<file path="config.mk">
export PLATFORM = sky130hd
export DESIGN_NAME = mips_if_fetch
export DESIGN_NICKNAME = d
export VERILOG_FILES = /design/src/rtl/mips_if_fetch.sv
export SDC_FILE = /design/constraint.sdc
export NUM_CORES = 1
export LEC_CHECK = 0
export CAP_MARGIN = 15
export CORE_MARGIN = 8
export CORE_UTILIZATION = 30
export CTS_CLUSTER_DIAMETER = 80
export DETAILED_ROUTE_END_ITERATION = 6
export HOLD_SLACK_MARGIN = 0.08
export SLEW_MARGIN = 30
export SYNTH_ARGS = -nofsm -noshare
export SYNTH_HDL_FRONTEND = slang
export SYNTH_SLANG_ARGS = --single-unit
</file>
<file path="constraint.sdc">
create_clock -name clk -period 6.09 [get_ports clk]
set_clock_uncertainty 0.15 [all_clocks]
set_input_delay 1.827 -clock clk [delete_from_list [all_inputs] [get_ports clk]]
set_output_delay 1.827 -clock clk [all_outputs]
set_load 0.02 [all_outputs]
</file>
<file path="src/rtl/mips_if_fetch.sv">
// MIPS instruction fetch stage: PC generation, imem request, static next-PC predecode
// and a 2-entry IF/ID queue feeding the decode stage.
module mips_if_fetch #(
   parameter logic [31:0] RESET_PC = 32'h0000_0000,
   parameter bit          BTFN_EN  = 1'b1
) (
   input  logic        clk,
   input  logic        rst_n,
   output logic        ifu_req_valid,
   input  logic        ifu_req_ready,
   output logic [31:0] ifu_req_addr,
   input  logic        ifu_rsp_valid,
   input  logic [31:0] ifu_rsp_inst,
   input  logic        flush_valid,
   input  logic [31:0] flush_pc,
   output logic        if2id_valid,
   input  logic        id2if_ready,
   output logic [31:0] if2id_inst,
   output logic [31:0] if2id_pc,
   output logic [31:0] if2id_pc_incr,
   output logic        if2id_prdt_taken
);

   typedef struct packed {
      logic [31:0] inst;
      logic [31:0] pc;
      logic [31:0] pc_incr;
      logic        taken;
   } ent_t;

   logic [31:0] pc_q, pc_d;
   logic        out_cnt_q, out_cnt_d;
   logic        drop_q, drop_d;
   logic [1:0]  q_cnt_q, q_cnt_d;
   ent_t        head_q, head_d;
   ent_t        tail_q, tail_d;

   logic [31:0] pc_p4;
   logic [31:0] br_off;
   logic [31:0] next_pc;
   logic        is_jmp;
   logic        is_br;
   logic        pd_taken;
   logic        rsp_acc;
   logic        rsp_use;
   logic        pop;
   logic        req_fire;
   logic [1:0]  used;
   logic [1:0]  cnt_after;
   ent_t        new_ent;
   logic        flush_lsb_unused;

   assign flush_lsb_unused = |flush_pc[1:0];

   // Static prediction: j/jal always taken, backward conditional branches taken when BTFN_EN.
   always_comb begin
      pc_p4    = pc_q + 32'd4;
      is_jmp   = (ifu_rsp_inst[31:27] == 5'b00001);
      is_br    = BTFN_EN && (ifu_rsp_inst[31:29] == 3'b000)
                 && ((ifu_rsp_inst[28:26] == 3'b001) || ifu_rsp_inst[28])
                 && ifu_rsp_inst[15];
      br_off   = {{14{ifu_rsp_inst[15]}}, ifu_rsp_inst[15:0], 2'b00};
      pd_taken = is_jmp | is_br;
      if (is_jmp) begin
         next_pc = {pc_p4[31:28], ifu_rsp_inst[25:0], 2'b00};
      end else if (is_br) begin
         next_pc = pc_p4 + br_off;
      end else begin
         next_pc = pc_p4;
      end
   end

   // A response is only meaningful while a request is outstanding; pc_q is its issued address.
   always_comb begin
      rsp_acc       = ifu_rsp_valid & out_cnt_q;
      rsp_use       = rsp_acc & ~drop_q & ~flush_valid;
      if2id_valid   = (q_cnt_q != 2'd0);
      pop           = if2id_valid & id2if_ready;
      used          = q_cnt_q + {1'b0, out_cnt_q} - {1'b0, pop};
      ifu_req_valid = rst_n & ~flush_valid & (~out_cnt_q | rsp_acc) & (used < 2'd2);
      ifu_req_addr  = rsp_use ? next_pc : pc_q;
      req_fire      = ifu_req_valid & ifu_req_ready;
   end

   always_comb begin
      pc_d      = pc_q;
      out_cnt_d = req_fire | (out_cnt_q & ~rsp_acc);
      drop_d    = drop_q;
      if (flush_valid) begin
         pc_d   = {flush_pc[31:2], 2'b00};
         drop_d = out_cnt_q & ~rsp_acc;
      end else begin
         if (rsp_use) begin
            pc_d = next_pc;
         end
         if (rsp_acc) begin
            drop_d = 1'b0;
         end
      end
   end

   // Pop shifts the tail into the head before a push lands in the first free slot.
   always_comb begin
      new_ent.inst    = ifu_rsp_inst;
      new_ent.pc      = pc_q;
      new_ent.pc_incr = pc_p4;
      new_ent.taken   = pd_taken;
      head_d          = head_q;
      tail_d          = tail_q;
      cnt_after       = q_cnt_q - {1'b0, pop};
      q_cnt_d         = q_cnt_q;
      if (flush_valid) begin
         q_cnt_d = 2'd0;
      end else begin
         if (pop) begin
            head_d = tail_q;
         end
         if (rsp_use) begin
            if (cnt_after == 2'd0) begin
               head_d = new_ent;
            end else begin
               tail_d = new_ent;
            end
         end
         q_cnt_d = cnt_after + {1'b0, rsp_use};
      end
   end

   always_ff @(posedge clk or negedge rst_n) begin
      if (!rst_n) begin
         pc_q      <= RESET_PC;
         out_cnt_q <= 1'b0;
         drop_q    <= 1'b0;
         q_cnt_q   <= '0;
         head_q    <= '0;
         tail_q    <= '0;
      end else begin
         pc_q      <= pc_d;
         out_cnt_q <= out_cnt_d;
         drop_q    <= drop_d;
         q_cnt_q   <= q_cnt_d;
         head_q    <= head_d;
         tail_q    <= tail_d;
      end
   end

   always_comb begin
      if2id_inst       = head_q.inst;
      if2id_pc         = head_q.pc;
      if2id_pc_incr    = head_q.pc_incr;
      if2id_prdt_taken = head_q.taken;
   end

endmodule

</file>
### Zoomed window, run 1

Region (150, 150) to (175, 175) um. Cells in grey, sequential cells in the stronger grey; small squares are vias.
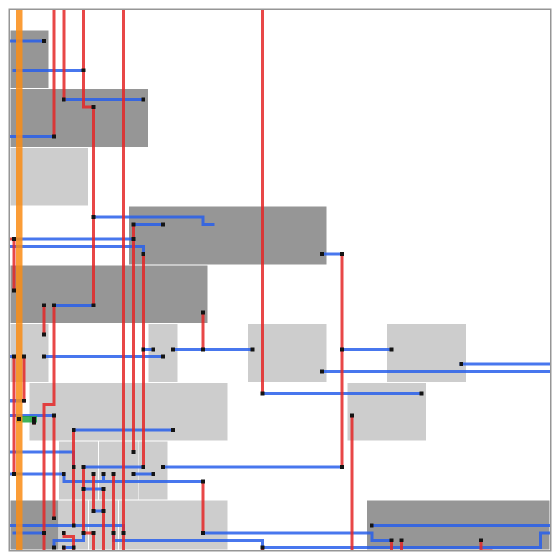
Green is met3. Blue is met1. Orange is met4. Red is met2.
Most frequent: nand2_1 (4), dfrtp_1 (4). Sequential cells in the window: 4. 16 logic cells have their middle in the window. Netlist names of flops here include if2id_pc (4).

### Track usage over the die, run 1

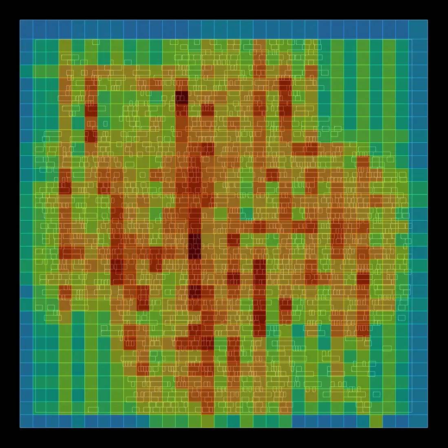
Global Route met2 Usage: 32.33%
share of the core filled with cells: 45.61%
Total GRT Usage: 20.09%
average detailed-routed wire length per instance: 21.06 um
Most Crowded Layer GR: met2

### M1 wires, run 1

Drawn at 1 px/um.
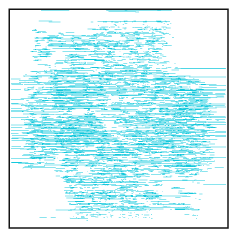
The longest straight run is 72.2 um. The layer carries 21.4 mm of wire. The wires run mostly horizontal. The layer holds 44% of the routed length.

==> qor_table.md, run 1 <==
| Result | Value | Unit |
| --- | --- | --- |
| Post-synth net total | 1,503 | - |
| Half-perimeter wire length after placement | 35.15 | mm |
| CP peak stage delay | 540 | ps |
| Die Y | 217.1 | um |
| Sequential cell area in the final layout | 0.005708 | mm2 |
| Critical Path Start | ifu_rsp_inst[8] | - |
| Portion of the clock cycle consumed by the worst path in the final layout | 102.7 | % |
| Number of well-tap cells placed | 525 | - |
| Total Die Area | 0.04715 | mm2 |
| Failing checks | negative setup slack | - |
| Maximum number of pins on one net before global-route repair | 110 | - |
| Number of logged tool warnings | 39 | - |
| Number of buffers created by CTS | 28 | - |
| DRC Markers | 0 | - |
| Core Box Area | 0.03982 | mm2 |
| Combinational share of power | 41.1 | % |
| Cell type contributing the most total cell area after synthesis | sky130_fd_sc_hd__dfrtp_1 | - |
| Final Routed Wirelength | 48.86 | mm |
| Biggest area contributors in the synthesized netlist | sky130_fd_sc_hd__dfrtp_1 (47%), sky130_fd_sc_hd__nand2_1 (13%), sky130_fd_sc_hd__o21ai_0 (6.3%) | - |
| Portion of the layout cell area used by non-clock buffers | 21.55 | % |
| Number of global-route vias before repair | 12.09k | - |
| Cell chosen for the clock root | sky130_fd_sc_hd__clkbuf_16 | - |
| Clock Power Share | 24.7 | % |
| Crit end category | output port | - |
| Data required time at the worst endpoint | 4110 | ps |
| Arrival time of the worst setup path | 4280 | ps |
| Number of DRC markers in iteration 0 | 803 | - |
| Outcome | finished with violations | - |
| Number of standard cells reported by yosys | 1,393 | - |
| Detailed-router iteration count before antenna repair | 5 | - |
| Number of flip-flops and latches | 228 | - |
| Startpoint of the most critical register-to-register path | pc_q[6] | - |
| Flip-flop count of the largest register, all copies and words added | 95 | - |
| Synth cell types | 66 | - |
| Setup violators final | 8 | - |
| Combined area of the multi-input logic cells | 0.006838 | mm2 |
| # H-tree levels | 1 | - |
| Most numerous logic cells after layout | sky130_fd_sc_hd__nand2_1 (403), sky130_fd_sc_hd__buf_4 (236), sky130_fd_sc_hd__dfrtp_1 (226) | - |
| Wire length of the first global-routing pass | 74.41 | mm |
| Slew headroom | 47.02 | % |
| Logic depth of the worst setup path including buffers | 12 | - |
| Slack of the worst reg-to-reg path | 2160 | ps |
| Hold Path Sink | tail_q[95] | - |
| Die outline width | 217.1 | um |
| Max-cap violations | 0 | - |
| Cell family with the largest share of critical-path delay | AND-OR/OR-AND gates | - |
| Comb/total area | 37.65 | % |
| Power attributed to the clock group | 0.00174 | W |
| Number of multi-input combinational cells | 1,052 | - |
| Clock buf count | 42 | - |
| Fraction of power spent switching nets | 37.35 | % |
| Clock Pin Slew Worst Setup and Hold Paths | 60 | ps |
| Number of placement rows | 73 | - |
| Area delta synth->final | 49.66 | % |
| Hold_ws | 323.1 | ps |
| Overflow left after global routing | 0 | - |
| Power dissipated in combinational cells | 0.00289 | W |
| Startpoint type of the worst setup path | primary input | - |
| Largest reg by FF count | tail_q | - |
| Most common cell in the synthesized netlist | sky130_fd_sc_hd__nand2_1 | - |
| Fillers | 3,937 | - |
| Post-synthesis instance area | 0.01214 | mm2 |
| CTS tree | done | - |
| Worst hold-check path type | reg2reg | - |
| Top Metal Used | met4 | - |
| Post-route setup slack | -164.6 | ps |
| Hold Crit Start | tail_q[95] | - |
| Tally of buffers added on design ports | 198 | - |
| Endpoint of the most critical setup path | ifu_req_addr[28] | - |
| Slew at the pin with the worst max-slew slack | 794.6 | ps |
| Number of failing hold endpoints at the final stage | 0 | - |
| Proportion of power drawn by flip-flops and latches | 34.2 | % |
| Fraction of synthesis flops using an asynchronous set or reset pin | 100.0 | % |
| Reported leakage power | 8.327 | nW |
| Post-route setup TNS | -575.2 | ps |
| Cell count of the worst hold path | 2 | - |
| Max clock buf depth | 3 | - |
| Number of top-level pins | 201 | - |
| FMAX | 159.9 | MHz |
| Met3 layer wire length in the routed design | 2.750 | mm |
| Largest cell class by area | logic gates | - |
| Most Frequent Cell on Critical Path | sky130_fd_sc_hd__buf_6 | - |
## run 1: through the flow
step / instance area, um2 / cells
3_3_place_gp: 16150 / 2240
2_1_floorplan: 12140 / 1393
5_1_grt: 18160 / 2320
4_1_cts: 17800 / 2309
3_5_place_dp: 16200 / 2242
6_report: 18160 / 2320
## run 1: cells by family after synthesis
family / count (synthesis) / share of synthesized area, %
compound gates: 383 / 20.05
simple gates: 550 / 18.94
flops: 228 / 47.01
fa+ha+maj: 40 / 4.186
mux: 25 / 2.320
buf+inv: 113 / 3.598
xor+xnor: 54 / 3.897
## run 1: what timing repair did
action                                  CTS  global route
hold buffers                              0             0
pin swaps                                58            51
endpoints found under the setup margin   30            28
gates resized                           267            87
buffers inserted                         18            14
gates cloned                              1             0
endpoints found under the hold margin     0             0
### Sequential cells coloured by netlist name, run 1

Drawn at 2 px/um. Other sequential cells in the stronger grey, the rest of the logic in the fainter grey.
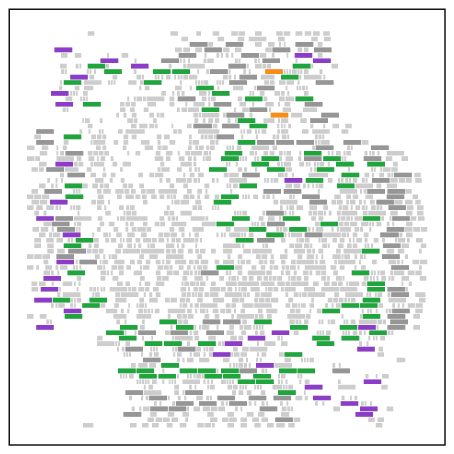

## Run 2: what changed since run 1
- REMOVE_ABC_BUFFERS: not set -> 1
### Sequential cells coloured by netlist name, run 2

Drawn at 2 px/um. Other sequential cells in the stronger grey, the rest of the logic in the fainter grey.
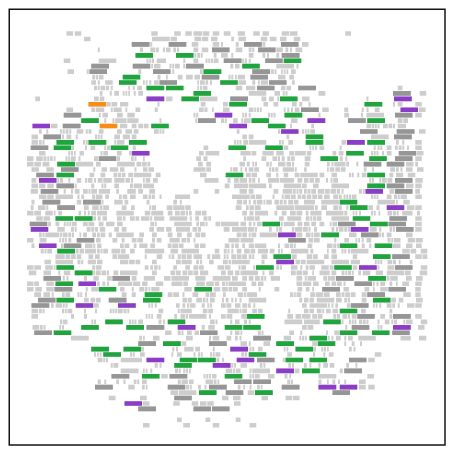
Orange is q_cnt_q, flops 2. Green is tail_q, flops 95, where all over the die. Purple is if2id_pc_incr, flops 32.
Another 99 sequential cells are not coloured.

### Track usage over the die, run 2

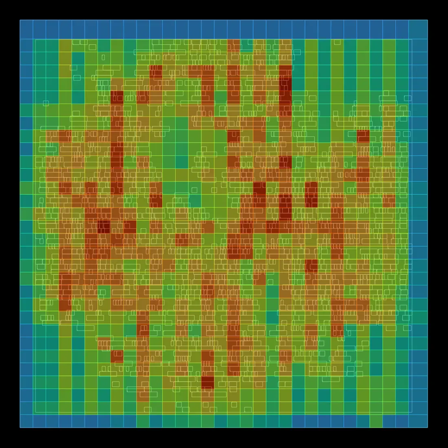
Global Route met2 Usage: 30.25%
met1 usage: 24.60%
Total GRT Usage: 18.23%

==> run 2 against run 1 <==
The run still ends with negative setup slack left; critical path depth unchanged; synthesized cell count stayed put; non-clock buffer count fell by 13; sequential power is essentially flat; utilization decreased by 0.43 points; clock power is 5% lower; power is 2.3% lower; cell count shrank 0.39%; sequential cell count did not move; fmax increased by 0.78%; first-iteration DRC count shrank 15%; largest power group unchanged.
==> qor_table.md, run 2 <==
| Result | Value | Unit | Change |
| --- | --- | --- | --- |
| Final clock-cell share | 5.125 | % |  |
| Slew at the pin with the worst max-slew slack | 771.7 | ps | -22.99 ps |
| Overflow left after global routing | 0 | - | unchanged |
| Clock Pin Slew Worst Setup and Hold Paths | 60 | ps | about the same |
| Post-synthesis xor/xnor area fraction | 3.897 | % | unchanged |
| Internal power contribution | 0.004310 | W |  |
| Synth Register Bits | 228 | - |  |
| Number of failing hold endpoints at the final stage | 0 | - | unchanged |
| Largest Pwr Group | combinational cells | - |  |
| Vias after detailed routing | 11.71k | - |  |
| Setup violators final | 6 | - | -2 |
| Startpoint type of the worst setup path | primary input | - |  |
| Hold Crit Start | if2id_pc_incr[1] | - |  |
| Most numerous logic cells after layout | sky130_fd_sc_hd__nand2_1 (402), sky130_fd_sc_hd__dfrtp_1 (228), sky130_fd_sc_hd__buf_4 (228) | - |  |
| Number of vias per cell after detailed routing | 5.066 | - |  |
| Max clock buf depth | 3 | - | unchanged |
| Multiplexer fraction of the synthesized cell area | 2.320 | % | unchanged |
| Hold_ws | 322.5 | ps | -0.5240 ps |
| Post-synth tally of flip-flops with integrated enable | 0 | - |  |
| Setup repair after global routing missed its margin | true | - |  |
| Hold bufs inserted after CTS | 0 | - | unchanged |
| Ordered cell list for the critical path | buf_8 -> ha_4 -> nor3_4 -> or4b_4 -> a211oi_4 -> o311a_4 -> nor2_4 -> o41ai_4 -> xor2_1 -> nand3_1 -> nand3_1 -> buf_6 | - |  |
| DRC Markers | 0 | - | unchanged |
| Area delta synth->final | 48.25 | % |  |
| Ratio of total power to cell area | 382.0 | mW/mm2 |  |
| Post-synthesis instance area | 0.01214 | mm2 | unchanged |
| Number of top-level pins | 201 | - | unchanged |
| Portion of the layout cell area used by non-clock buffers | 20.95 | % | -0.59 points |
| Critical path class | in2out | - |  |
| Comb/total area | 38.03 | % | +0.39 points |
| Portion of the clock cycle consumed by the worst path in the final layout | 101.9 | % | -0.79 points |
| Most common cell in the synthesized netlist | sky130_fd_sc_hd__nand2_1 | - |  |
| Endpoint of the most critical setup path | ifu_req_addr[28] | - |  |
| Final Non-Filler Cells | 2,311 | - | -0.39% |
| Total sequential power | 0.00240 | W |  |
| Sequential-to-total area share from yosys stat | 47.01 | % |  |
| Share of the core filled with cells | 45.18 | % | -0.43 points |
| CP peak stage delay | 560 | ps | +20 ps |
| Combinational share of power | 40.8 | % | -0.3 points |
| Peak VDD IR | 0.0002467 | V |  |
| Depth of the worst register-to-register path | 16 | - |  |
| Flip-flop count of the largest register, all copies and words added | 95 | - | unchanged |
| Total Die Area | 0.04715 | mm2 | unchanged |
| Top Metal Used | met4 | - |  |
| Startpoint of the most critical register-to-register path | pc_q[4] | - |  |
| Biggest area contributors in the synthesized netlist | sky130_fd_sc_hd__dfrtp_1 (47%), sky130_fd_sc_hd__nand2_1 (13%), sky130_fd_sc_hd__o21ai_0 (6.3%) | - |  |
| Number of global-route vias before repair | 11.96k | - | -1.1% |
| Fraction of synthesis flops using an asynchronous set or reset pin | 100.0 | % | unchanged |
| Wire length of the first global-routing pass | 69.07 | mm | -7.2% |
| Number of well-tap cells placed | 525 | - | unchanged |
| Critical Path Start | ifu_rsp_inst[6] | - |  |
| Outcome | finished with violations | - |  |
| Largest family of logic cells by area | AND-OR/OR-AND gates | - |  |
| Antenna Violating Nets Remaining | 0 | - |  |
| Most Crowded Layer GR | met2 | - |  |
| Flip-flop cell with the highest count after synthesis | sky130_fd_sc_hd__dfrtp_1 | - |  |
| Detailed-router iteration count before antenna repair | 5 | - | unchanged |
| Largest reg by FF count | tail_q | - |  |
| Antenna violations before repair | 3 | - |  |
| Fraction of final layout cells with drive strength greater than 1 | 26.57 | % |  |
| Crit end category | output port | - |  |
| Synth cell types | 66 | - | unchanged |
| Weighted congestion at the end of routability-driven global placement | 0.8403 | - |  |
| Critical path's slowest cell | sky130_fd_sc_hd__or4b_4 | - |  |
| Total count of max-transition violations in the final report | 0 | - |  |
| Number of sinks driven by the clock tree | 228 | - |  |
| Sequential cell area in the final layout | 0.005705 | mm2 | about the same |
| Slack of the worst reg-to-reg path | 2250 | ps | +90 ps |
| Tally of buffers added on design ports | 198 | - | unchanged |
| Logic depth of the worst setup path including buffers | 12 | - | unchanged |
| Post-Synth Simple-Gate Area | 18.94 | % | unchanged |
| Clock Power Share | 24.2 | % | -0.5 points |
| Number of antenna repair diodes | 2 | - |  |
| Fin crit period | 6206 | ps |  |
| Share of Yosys cell area claimed by the top area cell type | 47.01 | % |  |
| Core Box Area | 0.03982 | mm2 | unchanged |
| Cell type contributing the most total cell area after synthesis | sky130_fd_sc_hd__dfrtp_1 | - |  |
| Hold Path Sink | if2id_pc_incr[1] | - |  |
| Data required time at the worst endpoint | 4110 | ps | about the same |
| FMAX | 161.1 | MHz | +0.78% |
| Number of buffers created by CTS | 28 | - | unchanged |
| Reported leakage power | 8.180 | nW | -1.8% |
| Sequential share of cell area | 31.71 | % |  |
| Starting density of the core | 30.48 | % |  |
| Fillers | 3,850 | - | -2.2% |
| Power attributed to the clock group | 0.00166 | W | -5% |
| Number of flip-flops and latches | 228 | - | unchanged |
| Commonest cells in the synthesized netlist | sky130_fd_sc_hd__nand2_1 (408), sky130_fd_sc_hd__dfrtp_1 (228), sky130_fd_sc_hd__o21ai_0 (152) | - |  |
| Total placed cells including tap cells | 2,232 | - | -0.45% |
| Number of placement rows | 73 | - | unchanged |
| Post-route setup slack | -116.3 | ps | +48.32 ps |
| Arrival time of the worst setup path | 4230 | ps | -50 ps |
| Number of DRC markers in iteration 0 | 684 | - | -15% |
| Die outline width | 217.1 | um | unchanged |
| Cell chosen for the clock root | sky130_fd_sc_hd__clkbuf_16 | - |  |
| Adder-cell area share of the yosys netlist | 4.186 | % | unchanged |
| Final Routed Wirelength | 44.30 | mm | -9.3% |
| Most Frequent Cell on Critical Path | sky130_fd_sc_hd__nand3_1 | - |  |
| Met2 wire length | 21.27 | mm |  |
| Average detailed-routed wire length per instance | 19.17 | um | -9.0% |
| Net load switching power | 0.002563 | W |  |
| Slew headroom | 48.56 | % | +1.5 points |
| Fraction of power spent switching nets | 37.29 | % | -0.062 points |
| Met3 layer wire length in the routed design | 2.442 | mm | -11% |
| Cell count of the worst hold path | 1 | - | -1 |
| Half-perimeter wire length after placement | 30.93 | mm | -12% |
| Die Y | 217.1 | um | unchanged |
| # H-tree levels | 1 | - | unchanged |
| Cell family with the largest share of critical-path delay | simple AND/OR/NAND/NOR gates | - |  |
| CTS tree | done | - |  |
| Number of standard cells reported by yosys | 1,393 | - | unchanged |
| Largest cell class by area | logic gates | - |  |
| Clock buf count | 39 | - | -7.1% |
| Buffer count excluding the clock tree in the final layout | 428 | - |  |
| Number of multi-input combinational cells | 1,052 | - | unchanged |
| Number of logged tool warnings | 36 | - | -7.7% |
| Met3 Track Usage GR | 3.523 | % |  |
| Complex Gates by Area | 20.05 | % | unchanged |
| Failing checks | negative setup slack | - |  |
| Combined buffer and inverter count along the critical path | 2 | - |  |
| DRT met1 WL | 19.77 | mm |  |
| Maximum number of pins on one net before global-route repair | 76 | - | -31% |
| Clock latency on the worst-skew pair | 560 | ps |  |
| Power dissipated in combinational cells | 0.00281 | W | -3% |
| Worst hold-check path type | reg2reg | - |  |
| Max-cap violations | 0 | - | unchanged |
| Combined area of the multi-input logic cells | 0.006843 | mm2 | about the same |
| Proportion of power drawn by flip-flops and latches | 35.0 | % | +0.8 points |
-- run 2: cell counts after synthesis --
No cell type changed its count.
-- run 2: through the flow --
| step | setup TNS (ps) | total power [W] | area [um2] | setup slack, ps |
|---|---|---|---|---|
| global route | -1167 | 0.007322 | 17990 | -214.1 |
| CTS | -239.4 | 0.006865 | 17500 | -149.6 |
| floorplan | -354020 | 0.003711 | 11790 | -3798 |
| detailed placement | -23370 | 0.005078 | 16070 | -1179 |
| global placement | -23820 | 0.005019 | 16070 | -1194 |
| finish | -256.1 | 0.006873 | 17990 | -116.3 |
-- run 2: timing repair --
action,4_1_cts,5_1_grt
pin swaps,44,50
buffers inserted,11,13
cloned,0,1
resized,239,99
endpoints found under the setup margin,31,28
### M1 wires, run 2

Drawn at 1 px/um.
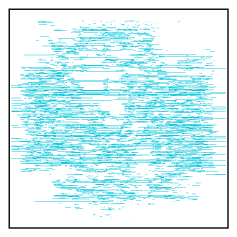

## Run 3: what changed since run 2
- CORE_UTILIZATION: 30 -> 54
- PLACE_DENSITY: not set -> 0.81
### M1 wires, run 3

Drawn at 1.5 px/um.
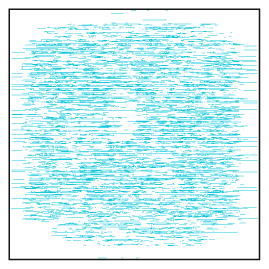
1,694 nets have wire on it. The wires run mostly horizontal. The longest straight run is 36.3 um.

==> run 3 against run 2 <==
The flow still finishes with violations (negative setup slack); cell count decreased by 11%; sequential share of layout area increased by 1.2 points; first-iteration DRC count increased by 62%; critical path depth unchanged; register-to-register slack got worse by 260 ps; non-clock buffer count decreased by 15; critical endpoint unchanged; largest power group unchanged; highest routed layer unchanged.
==> qor_table.md, run 3 <==
| Result | Value | Unit | Change |
| --- | --- | --- | --- |
| Number of nets in the finished design | 1,854 | - |  |
| Critical path's slowest cell | sky130_fd_sc_hd__or4b_4 | - |  |
| Final Routed Wirelength | 41.79 | mm | -5.7% |
| Post-synth tally of flip-flops with integrated enable | 0 | - | unchanged |
| Setup violators final | 5 | - | -1 |
| Die Y | 165.9 | um | -24% |
| Slack of the worst reg-to-reg path | 1990 | ps | -260 ps |
| Yosys synthesis chip area | 0.01214 | mm2 |  |
| Met1 usage | 35.87 | % | +11 points |
| Half-perimeter wire length after placement | 27.19 | mm | -12% |
| Setup repair after global routing missed its margin | true | - |  |
| Data required time at the worst endpoint | 4110 | ps | about the same |
| Met3 Track Usage GR | 5.348 | % | +1.8 points |
| Max-cap violations | 0 | - | unchanged |
| Placement-stage cell area | 0.01570 | mm2 | -2.3% |
| Number of failing hold endpoints at the final stage | 0 | - | unchanged |
| Met2 wire length | 20.69 | mm | -2.7% |
| Cell count of the worst hold path | 2 | - | +1 |
| Flip-flop cell with the highest count after synthesis | sky130_fd_sc_hd__dfrtp_1 | - |  |
| Most common cell after layout, fill and taps aside | sky130_fd_sc_hd__nand2_1 | - |  |
| Max clock buf depth | 3 | - | unchanged |
| Post-CTS sizing | 245 | - | +2.5% |
| Hold bufs inserted after CTS | 0 | - | unchanged |
| Flip-flop count of the largest register, all copies and words added | 95 | - | unchanged |
| Area delta synth->final | 43.03 | % |  |
| Met3 layer wire length in the routed design | 3.234 | mm | +32% |
| Share of Yosys cell area claimed by the top area cell type | 47.01 | % | unchanged |
| Outcome | finished with violations | - |  |
| Detailed-router iteration count before antenna repair | 6 | - | +1 |
| Sequential-to-total area share from yosys stat | 47.01 | % | unchanged |
| Pre-CTS worst setup slack | -1125 | ps | +53.26 ps |
| Total placed cells including tap cells | 1,977 | - | -11% |
| Hold Crit Start | if2id_inst[17] | - |  |
| Number of warning messages in the yosys log | 0 | - |  |
| Maximum fanout along the worst path | 2 | - |  |
| Antenna violations before repair | 1 | - | -2 |
| Number of sinks driven by the clock tree | 228 | - | unchanged |
| Commonest cells in the synthesized netlist | sky130_fd_sc_hd__nand2_1 (408), sky130_fd_sc_hd__dfrtp_1 (228), sky130_fd_sc_hd__o21ai_0 (152) | - |  |
| Starting density of the core | 54.27 | % | +24 points |
| Number of DRC markers in iteration 0 | 1,106 | - | +62% |
| Depth of the worst register-to-register path | 21 | - | +5 |
| Number of standard cells reported by yosys | 1,393 | - | unchanged |
| Slew headroom | 39.20 | % | -9.4 points |
| Total count of max-transition violations in the final report | 0 | - | unchanged |
| Peak VDD IR | 0.0003098 | V | +26% |
| Tally of buffers added on design ports | 198 | - | unchanged |
| Critical Path Start | ifu_rsp_inst[9] | - |  |
| Post-synthesis instance area | 0.01214 | mm2 | unchanged |
| Maximum number of pins on one net before global-route repair | 95 | - | +25% |
| Complex Gates by Area | 20.05 | % | unchanged |
| Hold Path Sink | if2id_inst[17] | - |  |
| Share of the core filled with cells | 77.62 | % | +32 points |
| Number of buffers created by CTS | 25 | - | -11% |
| Clock latency on the worst-skew pair | 530 | ps | -30 ps |
| Core Box Area | 0.02237 | mm2 | -44% |
| Synth cell types | 66 | - | unchanged |
| Worst hold-check path type | reg2reg | - |  |
| Wire length of the first global-routing pass | 66.27 | mm | -4.0% |
| Ordered cell list for the critical path | buf_8 -> ha_4 -> nand2_4 -> or4b_4 -> a211oi_4 -> o311a_4 -> nor2_4 -> o41ai_4 -> xor2_1 -> nand3_1 -> nand3_2 -> buf_6 | - |  |
| Adder-cell area share of the yosys netlist | 4.186 | % | unchanged |
| DRT met1 WL | 16.50 | mm | -17% |
| Most common cell in the synthesized netlist | sky130_fd_sc_hd__nand2_1 | - |  |
| Most numerous logic cells after layout | sky130_fd_sc_hd__nand2_1 (403), sky130_fd_sc_hd__dfrtp_1 (228), sky130_fd_sc_hd__buf_4 (206) | - |  |
| Antenna Violating Nets Remaining | 0 | - | unchanged |
| Number of top-level pins | 201 | - | unchanged |
| Clock Pin Slew Worst Setup and Hold Paths | 60 | ps | about the same |
| Fraction of final layout cells with drive strength greater than 1 | 24.74 | % | -1.8 points |
| CTS tree | done | - |  |
| Portion of the clock cycle consumed by the worst path in the final layout | 102.2 | % | +0.27 points |
| Multiplexer fraction of the synthesized cell area | 2.320 | % | unchanged |
| Final Non-Filler Cells | 2,048 | - | -11% |
| Die outline width | 165.9 | um | -24% |
| Post-synthesis xor/xnor area fraction | 3.897 | % | unchanged |
| Number of global-route vias before repair | 12.51k | - | +4.6% |
| Synth Instances | 1,393 | - |  |
| Post-Synth Simple-Gate Area | 18.94 | % | unchanged |
| Biggest area contributors in the synthesized netlist | sky130_fd_sc_hd__dfrtp_1 (47%), sky130_fd_sc_hd__nand2_1 (13%), sky130_fd_sc_hd__o21ai_0 (6.3%) | - |  |
| Syn_area_per_cell | 8.713 | um2 |  |
| Reported leakage power | 8.072 | nW | -1.3% |
| Post-route setup TNS | -278.2 | ps | -22.15 ps |
| # H-tree levels | 1 | - | unchanged |
| Vias after detailed routing | 12.21k | - | +4.3% |
| Synth Register Bits | 228 | - | unchanged |
| Post-CTS setup-driven buffer insertion count | 14 | - | +3 |
| Cell chosen for the clock root | sky130_fd_sc_hd__clkbuf_16 | - |  |
| Startpoint of the most critical register-to-register path | pc_q[4] | - |  |
| Number of placement rows | 55 | - | -25% |
| Overflow left after global routing | 0 | - | unchanged |
| Crit end category | output port | - |  |
| FMAX | 160.7 | MHz | -0.26% |
| Most Crowded Layer GR | met2 | - |  |
| Fraction of synthesis flops using an asynchronous set or reset pin | 100.0 | % | unchanged |
| Post-route setup slack | -132.5 | ps | -16.24 ps |
| Failing checks | negative setup slack | - |  |
| Final instance area | 0.01736 | mm2 | -3.5% |
| Hold_ws | 323.8 | ps | +1.253 ps |
| Cell type contributing the most total cell area after synthesis | sky130_fd_sc_hd__dfrtp_1 | - |  |
| CP peak stage delay | 550 | ps | about the same |
| Number of logged tool warnings | 36 | - | unchanged |
| DRC Markers | 0 | - | unchanged |
| Number of vias per cell after detailed routing | 5.959 | - | +18% |
| Fin crit period | 6223 | ps | +16.24 ps |
| Critical path class | in2out | - |  |
| Largest reg by FF count | tail_q | - |  |
| Arrival time of the worst setup path | 4250 | ps | +20 ps |
| Total Die Area | 0.02753 | mm2 | -42% |
| Average detailed-routed wire length per instance | 20.40 | um | +6.4% |
| Ratio of total power to cell area | 387.5 | mW/mm2 | +1.4% |
| Slew at the pin with the worst max-slew slack | 910.0 | ps | +138.4 ps |
| Largest family of logic cells by area | AND-OR/OR-AND gates | - |  |
| Weighted congestion at the end of routability-driven global placement | 0.9194 | - | +9.4% |
| Startpoint type of the worst setup path | primary input | - |  |
| Overall Power | 0.006726 | W | -2.1% |
| Top Metal Used | met4 | - |  |
| Endpoint of the most critical setup path | ifu_req_addr[28] | - |  |
### Track usage over the die, run 3

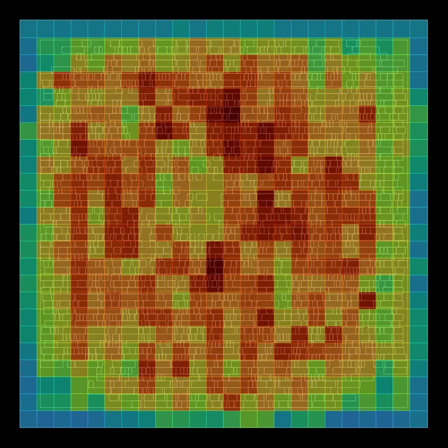
Global Route met2 Usage: 50.09%
Total GRT Usage: 29.05%

-- run 3: cell counts after synthesis --
Identical to the previous run, type by type.
-- run 3: critical path, delay by kind of cell --
family,cells,cell delay (ps)
fa+ha+maj,1,270
simple gates,5,910
compound gates,3,760
buf+inv,2,220
xor+xnor,1,240
-- run 3: cell type report --
class / count / area [um2]
sequential: 228 / 5705
tap: 285 / 356.6
antenna: 1 / 2.502
multi-input combinational: 1052 / 6730
inverter: 24 / 90.09
timing repair buffer: 413 / 3671
fill: 1460 / 5006
clock buffer: 35 / 693.2
clock inverter: 10 / 110.1
-- run 3: power breakdown --
group          internal [W]  total [W]  switching (W)  leakage [nW]
combinational       0.00123    0.00280        0.00156          4.68
clock              0.000880    0.00151       0.000630         0.395
sequential          0.00208    0.00242       0.000339          3.00
total               0.00419    0.00673        0.00253          8.07
Power figures rest on the tool's default switching activity, not on a simulated workload.
